<file path="src/rtl/uart_rx_wb_ctrl.sv">
// Wishbone register front-end for a UART receiver: byte FIFO, status/ctrl registers, level irq.
// Optional idle-timeout interrupt is compiled in with `define UART_RX_CTRL_TIMEOUT_EN.
module uart_rx_wb_ctrl #(
  parameter int DEPTH         = 8,
  parameter int TIMEOUT_TICKS = 4096
) (
  input  logic       clk,
  input  logic       rst,
  input  logic       rx_valid,
  input  logic [7:0] rx_data,
  input  logic       wb_stb,
  input  logic       wb_we,
  input  logic [1:0] wb_adr,
  input  logic [7:0] wb_dat_i,
  output logic [7:0] wb_dat_o,
  output logic       wb_ack,
  output logic       irq
);

  localparam int AW = $clog2(DEPTH);
  localparam int LW = AW + 1;

  logic [7:0]    r_mem [DEPTH];
  logic [AW-1:0] r_rd_ptr;
  logic [AW-1:0] r_wr_ptr;
  logic [LW-1:0] r_level;
  logic          r_overrun;
  logic          r_irq_en;
  logic [3:0]    r_thresh;
  logic          r_ack;
  logic [7:0]    r_dat_o;
  logic          r_irq;

  logic       w_acc;
  logic       w_rd;
  logic       w_wr;
  logic       w_pop;
  logic       w_push;
  logic       w_ovr_set;
  logic       w_empty;
  logic       w_full;
  logic [4:0] w_level5;
  logic [7:0] w_rdata;
  logic       w_to_flag;
  logic       w_unused;

  // A strobe is accepted only when no ack is outstanding, so a held strobe acks every other cycle.
  assign w_acc     = wb_stb & ~r_ack;
  assign w_rd      = w_acc & ~wb_we;
  assign w_wr      = w_acc & wb_we;
  assign w_empty   = (r_level == '0);
  assign w_full    = (r_level == LW'(DEPTH));
  assign w_pop     = w_rd & (wb_adr == 2'd0) & ~w_empty;
  assign w_push    = rx_valid & (~w_full | w_pop);
  assign w_ovr_set = rx_valid & ~w_push;
  assign w_level5  = 5'(r_level);
  assign w_unused  = ^wb_dat_i[6:4];

  always_comb begin
    w_rdata = 8'h00;
    case (wb_adr)
      2'd0:    w_rdata = w_empty ? 8'h00 : r_mem[r_rd_ptr];
      2'd1:    w_rdata = {r_overrun, w_full, ~w_empty, w_level5};
      2'd2:    w_rdata = {r_irq_en, 3'b000, r_thresh};
      default: w_rdata = 8'h00;
    endcase
  end

  always_ff @(posedge clk) begin
    if (w_push) r_mem[r_wr_ptr] <= rx_data;
  end

  always_ff @(posedge clk or posedge rst) begin
    if (rst) begin
      r_rd_ptr  <= '0;
      r_wr_ptr  <= '0;
      r_level   <= '0;
      r_overrun <= 1'b0;
      r_irq_en  <= 1'b0;
      r_thresh  <= 4'h0;
      r_ack     <= 1'b0;
      r_dat_o   <= 8'h00;
      r_irq     <= 1'b0;
    end else begin
      r_ack   <= w_acc;
      r_dat_o <= w_rd ? w_rdata : 8'h00;
      if (w_pop)  r_rd_ptr <= r_rd_ptr + 1'b1;
      if (w_push) r_wr_ptr <= r_wr_ptr + 1'b1;
      if (w_push & ~w_pop)      r_level <= r_level + 1'b1;
      else if (w_pop & ~w_push) r_level <= r_level - 1'b1;
      // A dropped byte outranks a simultaneous clear request.
      if (w_ovr_set)                      r_overrun <= 1'b1;
      else if (w_wr && wb_adr == 2'd1)    r_overrun <= 1'b0;
      if (w_wr && wb_adr == 2'd2) begin
        r_irq_en <= wb_dat_i[7];
        r_thresh <= wb_dat_i[3:0];
      end
      r_irq <= r_irq_en & ((w_level5 > {1'b0, r_thresh}) | r_overrun | w_to_flag);
    end
  end

`ifdef UART_RX_CTRL_TIMEOUT_EN
  localparam int TW = $clog2(TIMEOUT_TICKS) + 1;
  logic [TW-1:0] r_to_cnt;
  logic          r_to_flag;

  always_ff @(posedge clk or posedge rst) begin
    if (rst) begin
      r_to_cnt  <= '0;
      r_to_flag <= 1'b0;
    end else if (w_pop || w_empty) begin
      r_to_cnt  <= '0;
      r_to_flag <= 1'b0;
    end else if (rx_valid) begin
      r_to_cnt <= '0;
    end else if (r_to_cnt == TW'(TIMEOUT_TICKS - 1)) begin
      r_to_flag <= 1'b1;
    end else begin
      r_to_cnt <= r_to_cnt + 1'b1;
    end
  end

  assign w_to_flag = r_to_flag;
`else
  assign w_to_flag = 1'b0;
`endif

  assign wb_dat_o = r_dat_o;
  assign wb_ack   = r_ack;
  assign irq      = r_irq;

endmodule

</file>
<file path="config.mk">
export PLATFORM = sky130hd
export DESIGN_NAME = uart_rx_wb_ctrl
export DESIGN_NICKNAME = d
export VERILOG_FILES = /design/src/rtl/uart_rx_wb_ctrl.sv
export SDC_FILE = /design/constraint.sdc
export NUM_CORES = 1
export LEC_CHECK = 0
export CELL_PAD_IN_SITES_DETAIL_PLACEMENT = 0
export CELL_PAD_IN_SITES_GLOBAL_PLACEMENT = 2
export CORE_ASPECT_RATIO = 0.6
export CORE_MARGIN = 2
export CORE_UTILIZATION = 38
export CTS_CLUSTER_SIZE = 12
export DETAILED_ROUTE_END_ITERATION = 7
export PLACE_DENSITY_LB_ADDON = 0.1
export SYNTH_ARGS = -nofsm -noshare
export SYNTH_HDL_FRONTEND = slang
export SYNTH_SLANG_ARGS = --single-unit
</file>
<file path="constraint.sdc">
create_clock -name clk -period 3.13 [get_ports clk]
set_clock_uncertainty 0.2 [all_clocks]
set_input_delay 0.313 -clock clk [delete_from_list [all_inputs] [get_ports clk]]
set_output_delay 0.313 -clock clk [all_outputs]
set_load 0.01 [all_outputs]
</file>
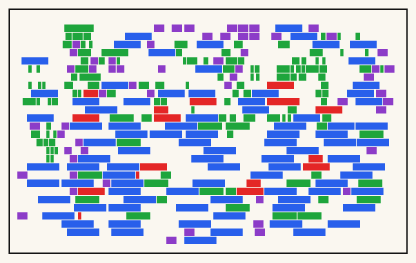
run_1/cell_classes.png
Scale: 3 px per micron.
all other logic -> green  # cells 125, share of their area 25%
flip-flops -> blue  # cells 90, share of their area 56%
other buffers and delay cells -> purple  # cells 58, share of their area 11%
clock drivers and dummy loads -> red  # cells 16, share of their area 7.0%

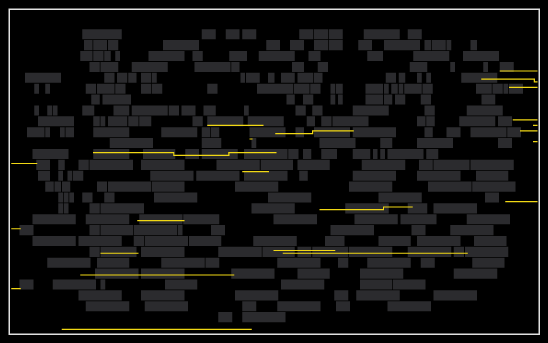
run_1/met3.png
Scale: 4 px per micron.
share of all routed wire = 4.2%
main direction = horizontal
nets with wire on the layer = 18
wire length on this layer = 338 microns

==> CHANGELOG.md, run 1 <==
### Physical design

- Post-synth seq share: 68.7%
- Cell Type Count: 41
- All-Layer GR Usage: 16.7%
- H-tree levels: 3
- CTS Buf Count: 9
- Reg2reg path depth: 10
- YS warnings: 0
- Port Buffers: 29
- Crit-path max FO: 4
- Initial antenna violation count: 0
- Slowest CP cell: or4_4
- Via-to-Cell Ratio: 5.01
- Wire per inst: 19.0 microns
- Peak Freq: 327 MHz
- # rows: 27
- RSZ-0062 raised after global routing: false
- Area leader, netlist: edfxtp_1
- AND-OR/OR-AND Cells, Area Fraction: 5.15%
- Post-synth ARST share: 28.9%
- Status: completed
- I/O pin cnt: 33
- PwrDens: 849 mW/mm^2
- GRT overflow: 0
- CP arrival: 3.07 ns
- Number of detailed-route iterations in the first pass: 4
- Final GP Congestion: 0.751
- Hold Path Class: in -> async
- Number of enable flip-flop cells: 64
- Dominant combinational family: multiplexers
- # Post-CTS Setup Buffers: 0
- CTS tree: built
- Setup Viol. Count Final: 0
- Final wirelength: 7.97 mm
- Post-synthesis cell area: 0.00374 sq mm
- Die area: 0.0107 sq mm
- And+or+nand+nor area frac: 6.22%
- Reg2Reg Capture Point: r_level[3]$_DFFE_PP0P_
- Cts hold-fix bufs: 0
- Top delay family on crit path: simple AND/OR/NAND/NOR gates
- Synth Area per Inst: 16.6 sq um
- Final Cycle Share: 97.6%
- Max_cap viols: 0
- Root Driver: clkbuf_16
- Floorplan utilization: 40.0%
- Antenna-violating nets left: 0
- Crit-path max cell delay: 0.53 ns
- Synth top cells by count: edfxtp_1 (64), dfrtp_1 (26), mux4_2 (16)
- Post-CTS Resized: 0
- CTS clock-pin slew for the worst setup and hold paths: 0.06 ns
- Worst ir drop on vdd: 0.000417 V
- Most common logic cells in the final layout: edfxtp_1 (64), clkdlybuf4s50_1 (29), buf_4 (29)
- First-pass GRT wire length: 12.7 mm
- Hold slack: 0.141 ns
- Share of layout cells above drive strength 1: 24.6%
- Die height: 80.9 microns
- Detailed-route via count: 2101
- Synth top area share: 51.4%
- Post-DP HPWL: 5.61 mm
- Nets: 317
- Chip area line of the yosys report: 0.00374 sq mm
- Crit Path Category: in -> reg
- Worst rel slew slack: 61.1%
- Slew @ Worst Pin: 0.584 ns
- Vias in the first global route: 2210
- CP bufs+invs: 2
- Reg2Reg Setup Slack: 0.14 ns
- Worst Path Required: 3.14 ns
- Final hold vios: 0
- Critical Path End: r_level[3]$_DFFE_PP0P_
- Adder Area Share: 3.54%
- Die width: 132 microns
- DR iter-0 viols: 139
- # Cells Yosys: 225
- Utilization after layout: 50.4%
- Post-layout min period: 3.05 ns
- Drt drc: 0
- Layout area overhead: 26.1%
- Commonest Layout Cell: edfxtp_1
- Critical path startpoint category: primary input
- Clock sinks: 90
- Max-slew violation count: 0
- Core Area: 0.00936 sq mm
- Post-synth top flop: edfxtp_1
- Crit path from: wb_stb
- Ys flops: 90
- Leak: 1.73 nW
- Clock Path Buffers: 2
- CP endpoint kind: flop
- CP Cell Sequence: clkdlybuf4s50_1 -> or3b_4 -> or4_4 -> ha_4 -> inv_4 -> ha_1 -> a21o_1 -> a2111oi_4 -> a31oi_1 -> a221o_1
- Maximum number of pins on one net before global-route repair: 27
- Syn_nets: 258
- Tool warnings: 30
- Top cells, area: edfxtp_1 (51%), dfrtp_1 (17%), mux4_2 (9.6%)
- Mux share: 12.7%
- Worst r2r src: r_level[0]$_DFFE_PP0P_
- Critical Path Stages: 10
- XOR Share, Synth: 1.17%
- Cells after synthesis: 225
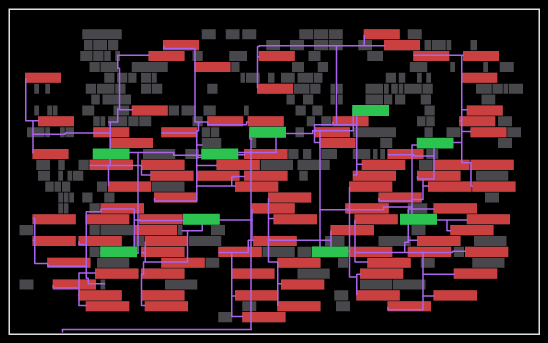
run_1/clock_map.png
Scale: 4 px per micron.
cells driving clock nets -> green  # count 9
clock wires -> purple  # length 1120 microns
flip-flops -> red  # count 90
flops lie = all over the die
Clk Latency, worst-skew pair: 0.33 ns
clock-net power: 1.12 mW

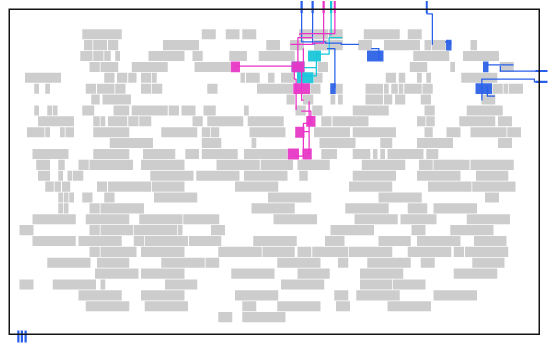
run_1/port_nets.png
Scale: 4 px per micron.
`wb_dat_i` -> blue  # bits 8, direction input, end cells 5, buffers 5, wire 100 microns
`wb_adr` -> magenta  # bits 2, direction input, end cells 7, buffers 4, wire 119 microns
`wb_stb` -> cyan  # bits 1, direction input, end cells 3, buffers 1, wire 31.0 microns

## run 1: stage by stage
step | power (mW) | cell area, sq um | instances | TNS [ns] | setup WS [ns]
floorplan | 2.42 | 3760 | 225 | -0.0272 | -0.0272
global placement | 2.88 | 4380 | 403 | -0.220 | -0.220
detailed placement | 2.90 | 4380 | 403 | -0.256 | -0.256
CTS | 4.03 | 4700 | 419 | 0 | 0.0918
global route | 4.26 | 4720 | 419 | 0 | 0.0102
finish | 4.01 | 4720 | 419 | 0 | 0.0761
## run 1: worst min-delay path, delay by kind of cell
| family | cells | cell delay [ns] |
|---|---|---|
| buffers and inverters | 3 | 0.77 |
## run 1: logic make-up (layout without fill, tap and decap cells)
logic type,Yosys count,in the layout
and+or+nand+nor,45,45
DFF,90,90
muxes,27,27
buffers and inverters,20,84
AOI/OAI and AO/OA,28,28
xor gates and xnor gates,5,5
adders and majority gates,10,10
## run 1: metal layers
layer / GRT usage [%] / up-vias / wire length (microns)
li1: - / 986 / -
met1: 24.6 / 1075 / 4110
met2: 23.5 / 38 / 3470
met3: 4.31 / 2 / 338
met4: 6.52 / 0 / 47
met5: 0 / - / 0
## run 1: flip-flops by register name, summed over array words and instances, names as in the netlist
register / count
wb_ack: 1
irq: 1
r_wr_ptr: 3
r_thresh: 4
r_rd_ptr: 3
r_mem: 64
r_level: 4
r_irq_en: 1
r_overrun: 1
wb_dat_o: 8
## run 1: final cells by class
type / count / area, sq um
clock buffers: 15 / 288
clock inverters: 1 / 30.0
fillers: 827 / 4640
inverters: 10 / 40.0
multi-input cells: 115 / 1120
flip-flops and latches: 90 / 2570
well taps: 130 / 163
repair buffers: 58 / 508
## run 1: power by group
group / internal [mW] / leakage (nW) / switching (mW)
logic: 0.632 / 0.668 / 0.603
registers: 1.51 / 0.911 / 0.138
clock network: 0.707 / 0.156 / 0.416
run_1/final_clocks.png
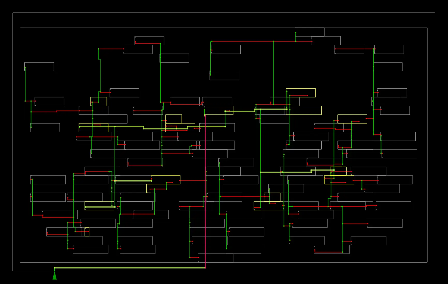

==> inputs of run 2 (changes only) <==
--- a/config.mk
+++ b/config.mk
@@ -9,7 +9,7 @@
 export CELL_PAD_IN_SITES_GLOBAL_PLACEMENT = 2
 export CORE_ASPECT_RATIO = 0.6
 export CORE_MARGIN = 2
-export CORE_UTILIZATION = 38
+export CORE_UTILIZATION = 42
 export CTS_CLUSTER_SIZE = 12
 export DETAILED_ROUTE_END_ITERATION = 7
 export PLACE_DENSITY_LB_ADDON = 0.1
==> constraint.sdc (replaced) <==
create_clock -name clk -period 2.9 [get_ports clk]
set_clock_uncertainty 0.2 [all_clocks]
set_input_delay 0.29 -clock clk [delete_from_list [all_inputs] [get_ports clk]]
set_output_delay 0.29 -clock clk [all_outputs]
set_load 0.01 [all_outputs]
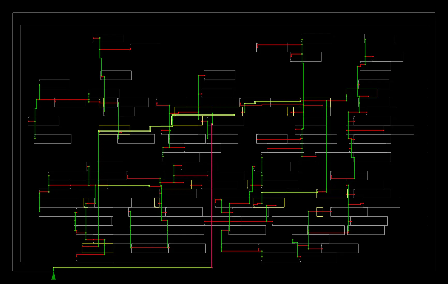
run_2/final_clocks.png
clock sinks: 90
CTS Buf Count: 9
clock-net power: 1.09 mW

==> run 2 against run 1 <==
  * Highest routed layer unchanged
  * First-iteration DRC count grew 2.2%
  * Total power grew 5.7%
  * Final area is 0.13% higher
  * Utilization up 4.6 points
  * Hold slack lost 0.016 ns
  * Non-clock buffer count rose by 7
  * Largest cell class unchanged
  * Count of clock-buffer cells in the layout is 3 lower
  * Combinational power rose by about 10%
  * Critical path depth is 1 lower
==> CHANGELOG.md, run 2 <==
### Physical design

- PnR worst setup slack: 0.0107 ns
- GRT overflow: 0
- Peak Freq: 346 MHz
- Reg2reg path depth: 9
- Placed insts: 392
- Max_cap viols: 0
- Commonest Layout Cell: edfxtp_1
- Post-synth top flop: edfxtp_1
- Adder Area Share: 3.54%
- Die area: 0.00971 sq mm
- CTS tree: built
- TNS Setup: 0 ns
- Non-filler cells, final: 408
- Reg with most FFs: r_mem
- Post-layout min period: 2.89 ns
- Worst rel slew slack: 62.5%
- Setup Viol. Count Final: 0
- Leak: 1.76 nW
- # Post-CTS Setup Buffers: 0
- Nets: 324
- Final Cycle Share: 99.6%
- Number of detailed-route iterations in the first pass: 4
- CP endpoint kind: flop
- Crit Path Category: reg -> reg
- Port Buffers: 29
- Wire per inst: 18.5 microns
- I/O pin cnt: 33
- Chip area line of the yosys report: 0.00374 sq mm
- Number of enable flip-flop cells: 64
- Metal2 WL: 3.26 mm
- Max-slew violation count: 0
- Clock Path Buffers: 2
- Post-synth ARST share: 28.9%
- Reg2Reg Setup Slack: 0.01 ns
- Top routing layer in use: met4
- Antenna-violating nets left: 0
- Core Area: 0.00859 sq mm
- Number of flip-flops in the largest register: 64
- DR iter-0 viols: 142
- Post-DP HPWL: 5.40 mm
- AND-OR/OR-AND Cells, Area Fraction: 5.15%
- H-tree levels: 3
- Reg2Reg Capture Point: r_level[3]$_DFFE_PP0P_
- Area leader, netlist: edfxtp_1
- Design area: 0.00473 sq mm
- Crit-path max FO: 3
- Post-synth seq share: 68.7%
- First-pass GRT wire length: 12.4 mm
- # rows: 26
- Final GP Congestion: 0.761
- Hold slack: 0.125 ns
- Status: completed
- Cells after synthesis: 225
- Post-CTS Resized: 5
- Die width: 126 microns
- And+or+nand+nor area frac: 6.22%
- Die height: 77.1 microns
- CP arrival: 2.90 ns
- Mux share: 12.7%
- Synth top cell by count: edfxtp_1
- Drt drc: 0
- # diodes: 0
- Dominant combinational family: multiplexers
- XOR Share, Synth: 1.17%
- Routed wl met3: 379 microns
- All-Layer GR Usage: 17.4%
- Worst Path Required: 2.91 ns
- Top cells, area: edfxtp_1 (51%), dfrtp_1 (17%), mux4_2 (9.6%)
- Root Driver: clkbuf_16
- Worst ir drop on vdd: 0.000350 V
- Clk Latency, worst-skew pair: 0.33 ns
- Ys flops: 90
- Most common logic cells in the final layout: edfxtp_1 (64), buf_4 (36), clkdlybuf4s50_1 (27)
- Worst r2r src: wb_ack$_DFF_PP0_
- Power Total: 4.23 mW
- Synth top area share: 51.4%
- Synth top cells by count: edfxtp_1 (64), dfrtp_1 (26), mux4_2 (16)
- Layout area overhead: 26.3%
- CTS clock-pin slew for the worst setup and hold paths: 0.06 ns
- YS warnings: 0
- Final hold vios: 0
- Slew @ Worst Pin: 0.561 ns
- Syn_nets: 258
- Vias in the first global route: 2246
- Critical path startpoint category: flop
- Cell Type Count: 41
- Maximum number of pins on one net before global-route repair: 27
- # Cells Yosys: 225
- Floorplan utilization: 43.6%
- Synth Area per Inst: 16.6 sq um
- Hold Path Class: in -> async
- Cts hold-fix bufs: 0
- Via-to-Cell Ratio: 5.18
- Post-synthesis cell area: 0.00374 sq mm
- Tool warnings: 31
- Share of layout cells above drive strength 1: 26.4%
- Met1 wire length: 3.86 mm
- PwrDens: 895 mW/mm^2
- Place WS: -0.428 ns
- Utilization after layout: 55.0%
- RSZ-0062 raised after global routing: true
- Initial antenna violation count: 0
- DP Area: 0.00441 sq mm
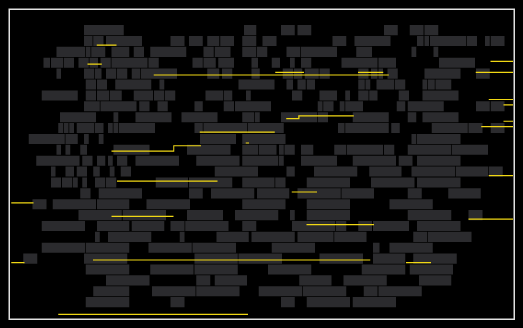
run_2/met3.png
Scale: 4 px per micron.
detailed-route via count: 2113
final wirelength: 7.55 mm
GR Util met3: 5.51%

## run 2: worst max path at each step
stage,from,to,slack [ns]
2_1_floorplan,wb_ack$_DFF_PP0_,r_level[3]$_DFFE_PP0P_,-0.26
3_3_place_gp,wb_stb,r_level[3]$_DFFE_PP0P_,-0.38
3_5_place_dp,wb_stb,r_level[3]$_DFFE_PP0P_,-0.43
4_1_cts,wb_ack$_DFF_PP0_,r_level[3]$_DFFE_PP0P_,0.009
5_1_grt,wb_ack$_DFF_PP0_,r_level[3]$_DFFE_PP0P_,-0.06
6_report,wb_ack$_DFF_PP0_,r_level[3]$_DFFE_PP0P_,0.01
## run 2: cells by family after synthesis
group           count (synthesis)
fa+ha+maj                      10
simple gates                   45
compound gates                 28
mux                            27
buf+inv                        20
flops                          90
xor+xnor                        5
## run 2: layout make-up
class	count	area, sq um
Inverter	10	40.0
Sequential cell	90	2570
Clock inverter	4	43.8
Fill cell	704	3860
Multi-Input combinational cell	115	1140
Timing Repair Buffer	65	558
Tap cell	112	140
Clock buffer	12	236
## run 2: worst max-delay path: stages (launching register included)
cell,delay (ns)
dfrtp_1,0.38
or3b_4,0.37
or4_4,0.52
ha_4,0.19
inv_4,0.06
ha_4,0.18
a21o_1,0.19
a2111oi_4,0.30
a31oi_1,0.07
a221o_1,0.31
## run 2: power breakdown
group	total, mW	internal (mW)	switching [mW]
clock network	1.09	0.662	0.429
logic	1.39	0.714	0.677
registers	1.75	1.63	0.120
total	4.23	3.01	1.23
## run 2: layer usage
metal | track usage [%] | vias to the layer above
met5 | 0 | -
met4 | 5.27 | 0
met3 | 5.51 | 2
met2 | 23.6 | 44
met1 | 26.6 | 1066
li1 | - | 1001
==> inputs of run 3 (changes only) <==
--- a/config.mk
+++ b/config.mk
@@ -12,6 +12,7 @@
 export CORE_UTILIZATION = 42
 export CTS_CLUSTER_SIZE = 12
 export DETAILED_ROUTE_END_ITERATION = 7
+export HOLD_SLACK_MARGIN = 0.02
 export PLACE_DENSITY_LB_ADDON = 0.1
 export SYNTH_ARGS = -nofsm -noshare
 export SYNTH_HDL_FRONTEND = slang
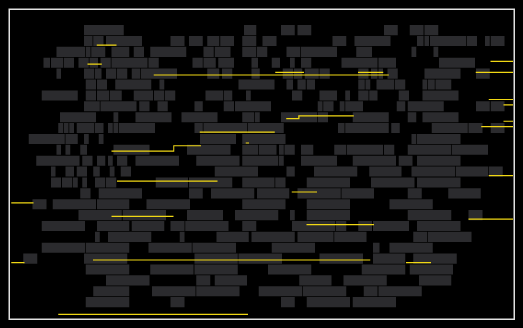
run_3/met3.png
Scale: 4 px per micron.
main direction = horizontal
share of all routed wire = 5.0%
nets with wire on the layer = 21

==> run 3 against run 2 <==
  * Utilization unchanged
  * Highest routed layer unchanged
  * Flip-flop count unchanged
  * Worst setup slack unchanged
  * Global-route usage unchanged
  * Largest cell class unchanged
  * Critical path type unchanged
  * Register-to-register slack about the same
  * Via count unchanged
  * Combinational power about the same
  * Final area unchanged
==> CHANGELOG.md, run 3 <==
### Physical design

- DP Area: 0.00441 sq mm
- # Post-CTS Setup Buffers: 0
- Hold Path Class: in -> async
- Slowest CP cell: or4_4
- Floorplan utilization: 43.6%
- Setup Viol. Count Final: 0
- Top cells, area: edfxtp_1 (51%), dfrtp_1 (17%), mux4_2 (9.6%)
- Syn_nets: 258
- H-tree levels: 3
- Tool warnings: 31
- Vias in the first global route: 2246
- Worst Path Required: 2.91 ns
- Critical Path Stages: 9
- Drt drc: 0
- Cts hold-fix bufs: 0
- GRT overflow: 0
- Antenna-violating nets left: 0
- Peak Freq: 346 MHz
- Post-layout min period: 2.89 ns
- Non-filler cells, final: 408
- Wire per inst: 18.5 microns
- Critical path startpoint category: flop
- Crit-path max cell delay: 0.52 ns
- DR iter-0 viols: 142
- Die area: 0.00971 sq mm
- YS warnings: 0
- Reg2Reg Capture Point: r_level[3]$_DFFE_PP0P_
- Clk Latency, worst-skew pair: 0.33 ns
- Worst rel slew slack: 62.5%
- PwrDens: 895 mW/mm^2
- # Cells Yosys: 225
- Initial antenna violation count: 0
- Max-slew violation count: 0
- CTS clock-pin slew for the worst setup and hold paths: 0.06 ns
- # diodes: 0
- CP bufs+invs: 1
- Cell Type Count: 41
- Most common logic cells in the final layout: edfxtp_1 (64), buf_4 (36), clkdlybuf4s50_1 (27)
- Port Buffers: 29
- Reg2Reg Setup Slack: 0.01 ns
- First-pass GRT wire length: 12.4 mm
- Crit-path max FO: 3
- Worst ir drop on vdd: 0.000350 V
- Post-synth top flop: edfxtp_1
- Placed insts: 392
- Synth top cells by count: edfxtp_1 (64), dfrtp_1 (26), mux4_2 (16)
- Post-synth seq share: 68.7%
- Number of flip-flops in the largest register: 64
- Post-DP HPWL: 5.40 mm
- Final GP Congestion: 0.761
- Status: completed
- Final hold vios: 0
- Leak: 1.76 nW
- Reg with most FFs: r_mem
- All-Layer GR Usage: 17.4%
- Final Cycle Share: 99.6%
- Nets: 324
- Crit path from: wb_ack$_DFF_PP0_
- Detailed-route via count: 2113
- Slew @ Worst Pin: 0.561 ns
- Maximum number of pins on one net before global-route repair: 27
- Synth Area per Inst: 16.6 sq um
- Critical Path End: r_level[3]$_DFFE_PP0P_
- CP Cell Sequence: or3b_4 -> or4_4 -> ha_4 -> inv_4 -> ha_4 -> a21o_1 -> a2111oi_4 -> a31oi_1 -> a221o_1
- Top delay family on crit path: simple AND/OR/NAND/NOR gates
- Final wirelength: 7.55 mm
- CP arrival: 2.90 ns
- CTS tree: built
- Crit Path Category: reg -> reg
- I/O pin cnt: 33
- Reg2reg path depth: 9
- PnR worst setup slack: 0.0107 ns
- Synth top cell by count: edfxtp_1
- Clock sinks: 90
- Post-synthesis cell area: 0.00374 sq mm
- Synth top area share: 51.4%
- Via-to-Cell Ratio: 5.18
- Hold slack: 0.125 ns
- Worst r2r src: wb_ack$_DFF_PP0_
- Post-synth ARST share: 28.9%
- Clock Path Buffers: 2
- Cells after synthesis: 225
- Number of detailed-route iterations in the first pass: 4
- Number of enable flip-flop cells: 64
- Chip area line of the yosys report: 0.00374 sq mm
- TNS Setup: 0 ns
- CP most frequent cell: ha_4
- Power Total: 4.23 mW
- CTS Buf Count: 9
- Area leader, netlist: edfxtp_1
- Die width: 126 microns
- Die height: 77.1 microns
- Root Driver: clkbuf_16
- Share of layout cells above drive strength 1: 26.4%
- Max_cap viols: 0
- Commonest Layout Cell: edfxtp_1
- Layout area overhead: 26.3%
- RSZ-0062 raised after global routing: true
- Ys flops: 90
- CP endpoint kind: flop
- Place WS: -0.428 ns
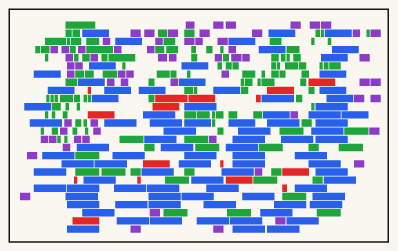
run_3/cell_classes.png
Scale: 3 px per micron.
other buffers and delay cells -> purple  # cells 65, share of their area 12%
all other logic -> green  # cells 125, share of their area 26%
clock drivers and dummy loads -> red  # cells 16, share of their area 6.1%
flip-flops -> blue  # cells 90, share of their area 56%
design area: 0.00473 sq mm
Core Area: 0.00859 sq mm
utilization after layout: 55.0%
flop share of the area: 54.4%
# rows: 26

[run 3: cell counts after synthesis]
No cell type changed its count.
[run 3: cell type report]
| type | count | area [sq um] |
|---|---|---|
| Clock buffer | 12 | 236 |
| Clock inverter | 4 | 43.8 |
| Fill cell | 704 | 3860 |
| Inverter | 10 | 40.0 |
| Multi-Input combinational cell | 115 | 1140 |
| Sequential cell | 90 | 2570 |
| Tap cell | 112 | 140 |
| Timing Repair Buffer | 65 | 558 |
[run 3: metal layers]
metal | wire length (microns) | global-route usage [%] | part of all wire, % | vias up
li1 | - | - | - | 1001
met1 | 3860 | 26.6 | 51 | 1066
met2 | 3260 | 23.6 | 43 | 44
met3 | 379 | 5.51 | 5.0 | 2
met4 | 42 | 5.27 | 0.56 | 0
met5 | 0 | 0 | 0 | -
[run 3: worst reg2reg max path, cell delays in order, from the launching register on]
cell and delay (ns):
dfrtp_1 0.38, or3b_4 0.37, or4_4 0.52, ha_4 0.19, inv_4 0.06, ha_4 0.18, a21o_1 0.19, a2111oi_4 0.30
a31oi_1 0.07, a221o_1 0.31
[run 3: power by group]
group          internal (mW)  switching [mW]
Sequential              1.63           0.120
Clock                  0.662           0.429
Combinational          0.714           0.677
Total                   3.01            1.23
[run 3: what timing repair did]
action,CTS,global route
endpoints found under the setup margin,1,1
pin swaps,0,1
gates resized,5,3
[run 3: cell families (layout without fill, tap and decap cells)]
kind of cell,count (synthesis),count (layout),share of synthesized area (%)
XOR/XNOR,5,5,1.17
adder cells (fa/ha/maj),10,10,3.54
flip-flops,90,90,68.7
AND/OR/NAND/NOR,45,45,6.22
AND-OR/OR-AND,28,28,5.15
buffers and inverters,20,91,2.47
multiplexers,27,27,12.7
Power is estimated from default activity; no workload was simulated.
